Figure 1. Wiring by layer.
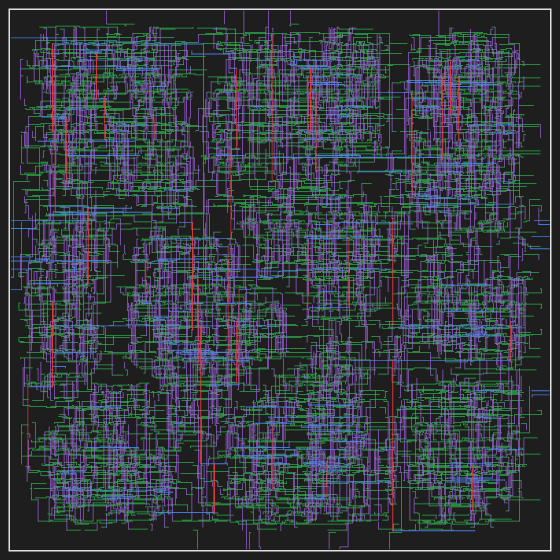
Figure 2. Metal 1.
Supply wires on this layer in gray.
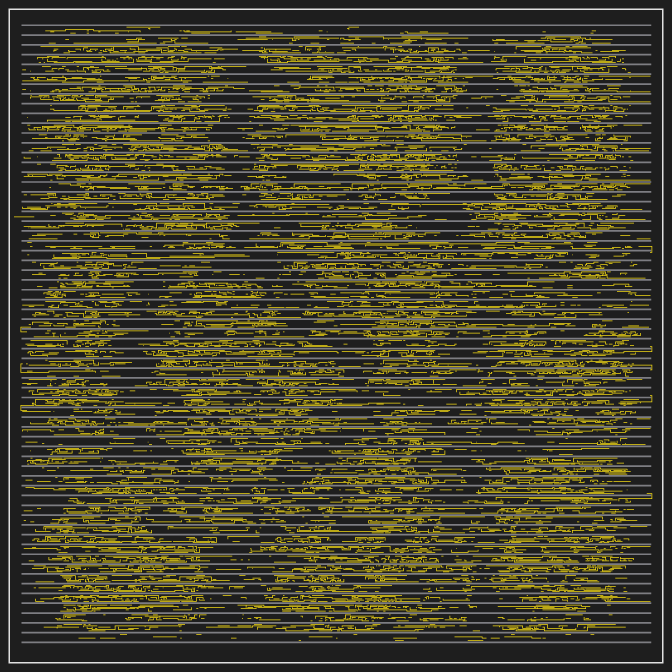
Figure 3. Wiring heat map.
The die is cut into 36 by 36 equal tiles; black is low, pale yellow is high, scaled to the fullest tile. Values are wire area over tile area, all layers added.
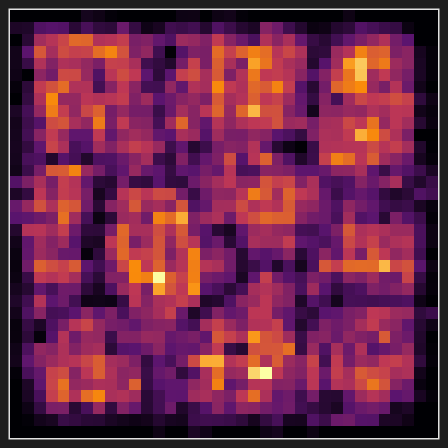
**src/rtl/button_conditioner_pkg.sv**
```systemverilog
// Shared board-I/O definitions: per-button debounce state encoding and the
// default timing constants for a 100 MHz board clock.
package button_conditioner_pkg;

    typedef enum logic [1:0] {
        ST_REL    = 2'd0,
        ST_PEND_P = 2'd1,
        ST_PRS    = 2'd2,
        ST_PEND_R = 2'd3
    } btn_state_e;

    localparam int unsigned DEF_N_BTN           = 5;
    localparam int unsigned DEF_DEBOUNCE_CYCLES = 2_000_000;    // 20 ms
    localparam int unsigned DEF_LONG_CYCLES     = 100_000_000;  // 1 s
    localparam int unsigned DEF_CNT_W           = 27;

endpackage : button_conditioner_pkg

```
**src/rtl/btn_debounce_ch.sv**
```systemverilog
// One button channel: 2-FF synchronizer, debounce FSM, and the long-press timer.
// Every output is a flop, so nothing from raw_i reaches the outputs combinationally.
module btn_debounce_ch
    import button_conditioner_pkg::*;
#(
    parameter int unsigned DEBOUNCE_CYCLES = DEF_DEBOUNCE_CYCLES,
    parameter int unsigned LONG_CYCLES     = DEF_LONG_CYCLES,
    parameter int unsigned CNT_W           = DEF_CNT_W
) (
    input  logic clk_i,
    input  logic rst_i,
    input  logic raw_i,
    output logic level_o,
    output logic rise_o,
    output logic fall_o,
    output logic long_o
);

    if (DEBOUNCE_CYCLES == 0) begin : g_bad_debounce
        $fatal(1, "btn_debounce_ch: DEBOUNCE_CYCLES must be at least 1");
    end
    if ((64'd1 << CNT_W) <= 64'(DEBOUNCE_CYCLES) ||
        (64'd1 << CNT_W) <= 64'(LONG_CYCLES)) begin : g_bad_cnt_w
        $fatal(1, "btn_debounce_ch: CNT_W too narrow for the timing constants");
    end

    localparam logic [CNT_W-1:0] CNT_ONE  = CNT_W'(1);
    localparam logic [CNT_W-1:0] DEB_LAST = CNT_W'(DEBOUNCE_CYCLES - 1);
    localparam logic [CNT_W-1:0] LONG_MAX = CNT_W'(LONG_CYCLES);

    logic             sync1_q, sync2_q;
    btn_state_e       state_q, state_d;
    logic [CNT_W-1:0] cnt_q, cnt_d;
    logic [CNT_W-1:0] long_cnt_q, long_cnt_d;
    logic             level_q, level_d;
    logic             rise_q, rise_d;
    logic             fall_q, fall_d;
    logic             long_q, long_d;
    logic             deb_done, long_sat, long_hit;

    // cnt_q is 0 in REL and PRS, so DEBOUNCE_CYCLES=1 completes on the first observation.
    assign deb_done = (cnt_q == DEB_LAST);
    assign long_sat = (long_cnt_q == LONG_MAX);
    assign long_hit = (LONG_CYCLES != 0) && (long_cnt_q == LONG_MAX - CNT_ONE);

    // NOTE: every _d gets a default before the case, so no path leaves one unassigned (no latch).
    always_comb begin
        state_d    = state_q;
        cnt_d      = cnt_q;
        long_cnt_d = long_cnt_q;
        level_d    = level_q;
        rise_d     = 1'b0;
        fall_d     = 1'b0;
        long_d     = 1'b0;

        unique case (state_q)
            ST_REL, ST_PEND_P: begin
                if (!sync2_q) begin
                    state_d = ST_REL;
                    cnt_d   = '0;
                end else if (deb_done) begin
                    state_d    = ST_PRS;
                    cnt_d      = '0;
                    long_cnt_d = '0;
                    level_d    = 1'b1;
                    rise_d     = 1'b1;
                end else begin
                    state_d = ST_PEND_P;
                    cnt_d   = cnt_q + CNT_ONE;
                end
            end
            ST_PRS, ST_PEND_R: begin
                long_d = long_hit;
                if (!long_sat) begin
                    long_cnt_d = long_cnt_q + CNT_ONE;
                end
                if (sync2_q) begin
                    state_d = ST_PRS;
                    cnt_d   = '0;
                end else if (deb_done) begin
                    state_d = ST_REL;
                    cnt_d   = '0;
                    level_d = 1'b0;
                    fall_d  = 1'b1;
                end else begin
                    state_d = ST_PEND_R;
                    cnt_d   = cnt_q + CNT_ONE;
                end
            end
        endcase
    end

    // NOTE: reset is synchronous -- it only takes effect on a clock edge, so it sits inside the edge branch.
    // NOTE: sequential state uses <= so every flop samples pre-edge values regardless of statement order.
    always_ff @(posedge clk_i) begin
        if (rst_i) begin
            sync1_q    <= 1'b0;
            sync2_q    <= 1'b0;
            state_q    <= ST_REL;
            cnt_q      <= '0;
            long_cnt_q <= '0;
            level_q    <= 1'b0;
            rise_q     <= 1'b0;
            fall_q     <= 1'b0;
            long_q     <= 1'b0;
        end else begin
            sync1_q    <= raw_i;
            sync2_q    <= sync1_q;
            state_q    <= state_d;
            cnt_q      <= cnt_d;
            long_cnt_q <= long_cnt_d;
            level_q    <= level_d;
            rise_q     <= rise_d;
            fall_q     <= fall_d;
            long_q     <= long_d;
        end
    end

    assign level_o = level_q;
    assign rise_o  = rise_q;
    assign fall_o  = fall_q;
    assign long_o  = long_q;

endmodule : btn_debounce_ch

```
**src/rtl/button_conditioner.sv**
```systemverilog
// Push-button front end: N_BTN independent debounce channels producing clean
// levels plus press, release and long-press pulses for the CPU top level.
module button_conditioner
    import button_conditioner_pkg::*;
#(
    parameter int unsigned N_BTN           = DEF_N_BTN,
    parameter int unsigned DEBOUNCE_CYCLES = DEF_DEBOUNCE_CYCLES,
    parameter int unsigned LONG_CYCLES     = DEF_LONG_CYCLES,
    parameter int unsigned CNT_W           = DEF_CNT_W
) (
    input  logic             fpga_clk,
    input  logic             fpga_rst,
    input  logic [N_BTN-1:0] btn_raw,
    output logic [N_BTN-1:0] btn_level,
    output logic [N_BTN-1:0] btn_rise,
    output logic [N_BTN-1:0] btn_fall,
    output logic [N_BTN-1:0] btn_long
);

    for (genvar i = 0; i < N_BTN; i++) begin : g_ch
        btn_debounce_ch #(
            .DEBOUNCE_CYCLES(DEBOUNCE_CYCLES),
            .LONG_CYCLES    (LONG_CYCLES),
            .CNT_W          (CNT_W)
        ) u_ch (
            .clk_i  (fpga_clk),
            .rst_i  (fpga_rst),
            .raw_i  (btn_raw[i]),
            .level_o(btn_level[i]),
            .rise_o (btn_rise[i]),
            .fall_o (btn_fall[i]),
            .long_o (btn_long[i])
        );
    end

endmodule : button_conditioner

```
**config.mk**
```make
export PLATFORM = sky130hd
export DESIGN_NAME = button_conditioner
export DESIGN_NICKNAME = d
export VERILOG_FILES = /design/src/rtl/button_conditioner_pkg.sv /design/src/rtl/btn_debounce_ch.sv /design/src/rtl/button_conditioner.sv
export SDC_FILE = /design/constraint.sdc
export NUM_CORES = 1
export LEC_CHECK = 0
export ABC_AREA = 1
export CORE_MARGIN = 3
export CORE_UTILIZATION = 60
export DETAILED_ROUTE_END_ITERATION = 16
export PLACE_DENSITY_LB_ADDON = 0.12
export SLEW_MARGIN = 20
export SYNTH_ARGS = -nofsm -noshare
export SYNTH_HDL_FRONTEND = slang
export SYNTH_SLANG_ARGS = --single-unit
```
**constraint.sdc**
```tcl
create_clock -name fpga_clk -period 2.1 [get_ports fpga_clk]
set_clock_uncertainty 0.15 [all_clocks]
set_input_delay 0.42 -clock fpga_clk [delete_from_list [all_inputs] [get_ports fpga_clk]]
set_output_delay 0.42 -clock fpga_clk [all_outputs]
set_load 0.05 [all_outputs]
```
==> results.txt <==
run metrics: vias in the first global route 17316, EDFF count, synth 0, layout clock buffer count 46, WP data arrival 2.22 ns, Crit Path Max Fanout 8, DP Area 0.0193 mm2, R2R setup slack 0.10 ns, worst hold slack 0.0630 ns, xor+xnor area frac 4.19%, largest class logic gates, antenna violations before repair 0, Yosys warnings 0, Chip Width 181 um, ANT cells 0, PortBufs 26, layout cells sized above 1 8.43%, FP Rows 63, Mapped Area 0.0184 mm2, actual slew at the worst max-slew pin 0.521 ns, Top logic family simple AND/OR/NAND/NOR gates, status finished, final reports clean, Iter 0 DRT Violations 1484, M1 WL 20700 um, IO Pins 27, non-clock inverter count 416, Slew Limit Headroom 65.0%, CTS tree yes, Worst R2R End g_ch[2].u_ch.long_cnt_q[19]$_SDFFE_PP0P_, cell type with the largest total area after synthesis dfxtp_1, setup TNS 0 ns, cells in synth_stat.txt 3008, Place WS -0.0367 ns, critical path type reg2reg, Top cell excl fill/tap nand2_1, HP Class in2reg, CP bufs+invs 1, Pwr top the clock network, Final #Nets 3116, internal power 10.3 mW, top flop regs g_ch.u_ch.cnt_q: 135 flops, g_ch.u_ch.long_cnt_q: 135 flops, Synth async-reset ratio 0%, crit-path cells ha_2 > nand2_2 > nor2_4 > nand3_1 > nor2_2 > nand2_2 > nand2_4 > nand3_4 > buf_12 > nand2_1 > a21oi_1, Distinct cells, synth 47, PostCTS Resize Cnt 18, Critical path origin g_ch[2].u_ch.cnt_q[1]$_SDFF_PP0_, GP Congestion 0.950, Seq area share 29.2%, CP top delay family simple AND/OR/NAND/NOR gates, Worst setup endpoint g_ch[2].u_ch.long_cnt_q[19]$_SDFFE_PP0P_, Vias/cell 5.30, CTS Root Buffer Type clkbuf_16, top_reg_cell synth dfxtp_1, Worst setup EP type register, Pre-antenna DRT Iters 6, Clk pwr share 52.9%, Sink Count 305, Pins Over Slew Limit 0, worst skew pair latency 0.51 ns, post-CTS setup buffers 3, Worst Hold Endpoint g_ch[1].u_ch.sync2_q$_SDFF_PP0_, grt total ovfl 0, yosys stat area 0.0184 mm2, Mean Syn Cell Area 6.11 um2, remaining antenna violation count 0, number of non-clock buffers 116, grt met2 use 46.6%, adder-cell share of the synthesized area 1.02%, Comb power frac 2.1%, cts bufs inserted 36, CP dominant cell by count nand2_2, met3 usage in global routing 2.98%, Total Power 13.0 mW, VDD IR max 0.000598 V, worst r2r path cells 11, worst stage delay on the critical path 0.34 ns, RR Startpoint g_ch[2].u_ch.cnt_q[1]$_SDFF_PP0_, met3 routed WL 2280 um, min Tclk post-route 2.00 ns, data required time of the worst path 2.33 ns, Core Util, Final 69.9%, CORE AREA 0.0300 mm2, non-filler cells, final 3509, Tcrit/Tclk final 95.1%, met2 wire length 21200 um, fin area 0.0209 mm2, hold-critical path depth 2, tool warnings 31, Simple Share, Synth 45.5%, Psw 2.65 mW, final setup violation count 0, Power Density 619 mW/mm2, Seq cells post-synth 305, hold buffer count at CTS 0, first-pass GRT wire length 77600 um, clk tree area frac 6.28%, MI comb cells 2219, final setup margin 0.102 ns, Comb/total area 49.7%, HP Start fpga_rst, Combinational Area 0.0104 mm2, Final Hold Fails 0, maximum clock rate 501 MHz, switching share of total power 20.4%, CTS HTree Levels 2, chip area 0.0328 mm2, Comb. pwr 0.270 mW
## Picture notes: Figure 1
legend:
  M4:
    color: red
    wire_length: 1240 um
  M3:
    color: blue
    wire_length: 2280 um
  M1:
    color: green
    wire_length: 20.7 mm
  M2:
    color: purple
    wire_length: 21.2 mm
final wirelength: 45400 um
Avg WL per Cell: 12.9 um
vias: 18584

## Picture notes: Figure 2
nets with wire on the layer: 2963
wire length on this layer: 20.7 mm
share of all routed wire: 46%
main direction: horizontal
longest straight run: 43.7 um
GRT met1 Usage: 35.5%

## Picture notes: Figure 3
densest ninth of the die: center
nearly empty tiles: 7.7%
mean over tiles: 0.22
fullest tile: 0.70
tiles over half the peak: 18%
gr usage total: 26.9%

Power and IR drop assume default switching activity.
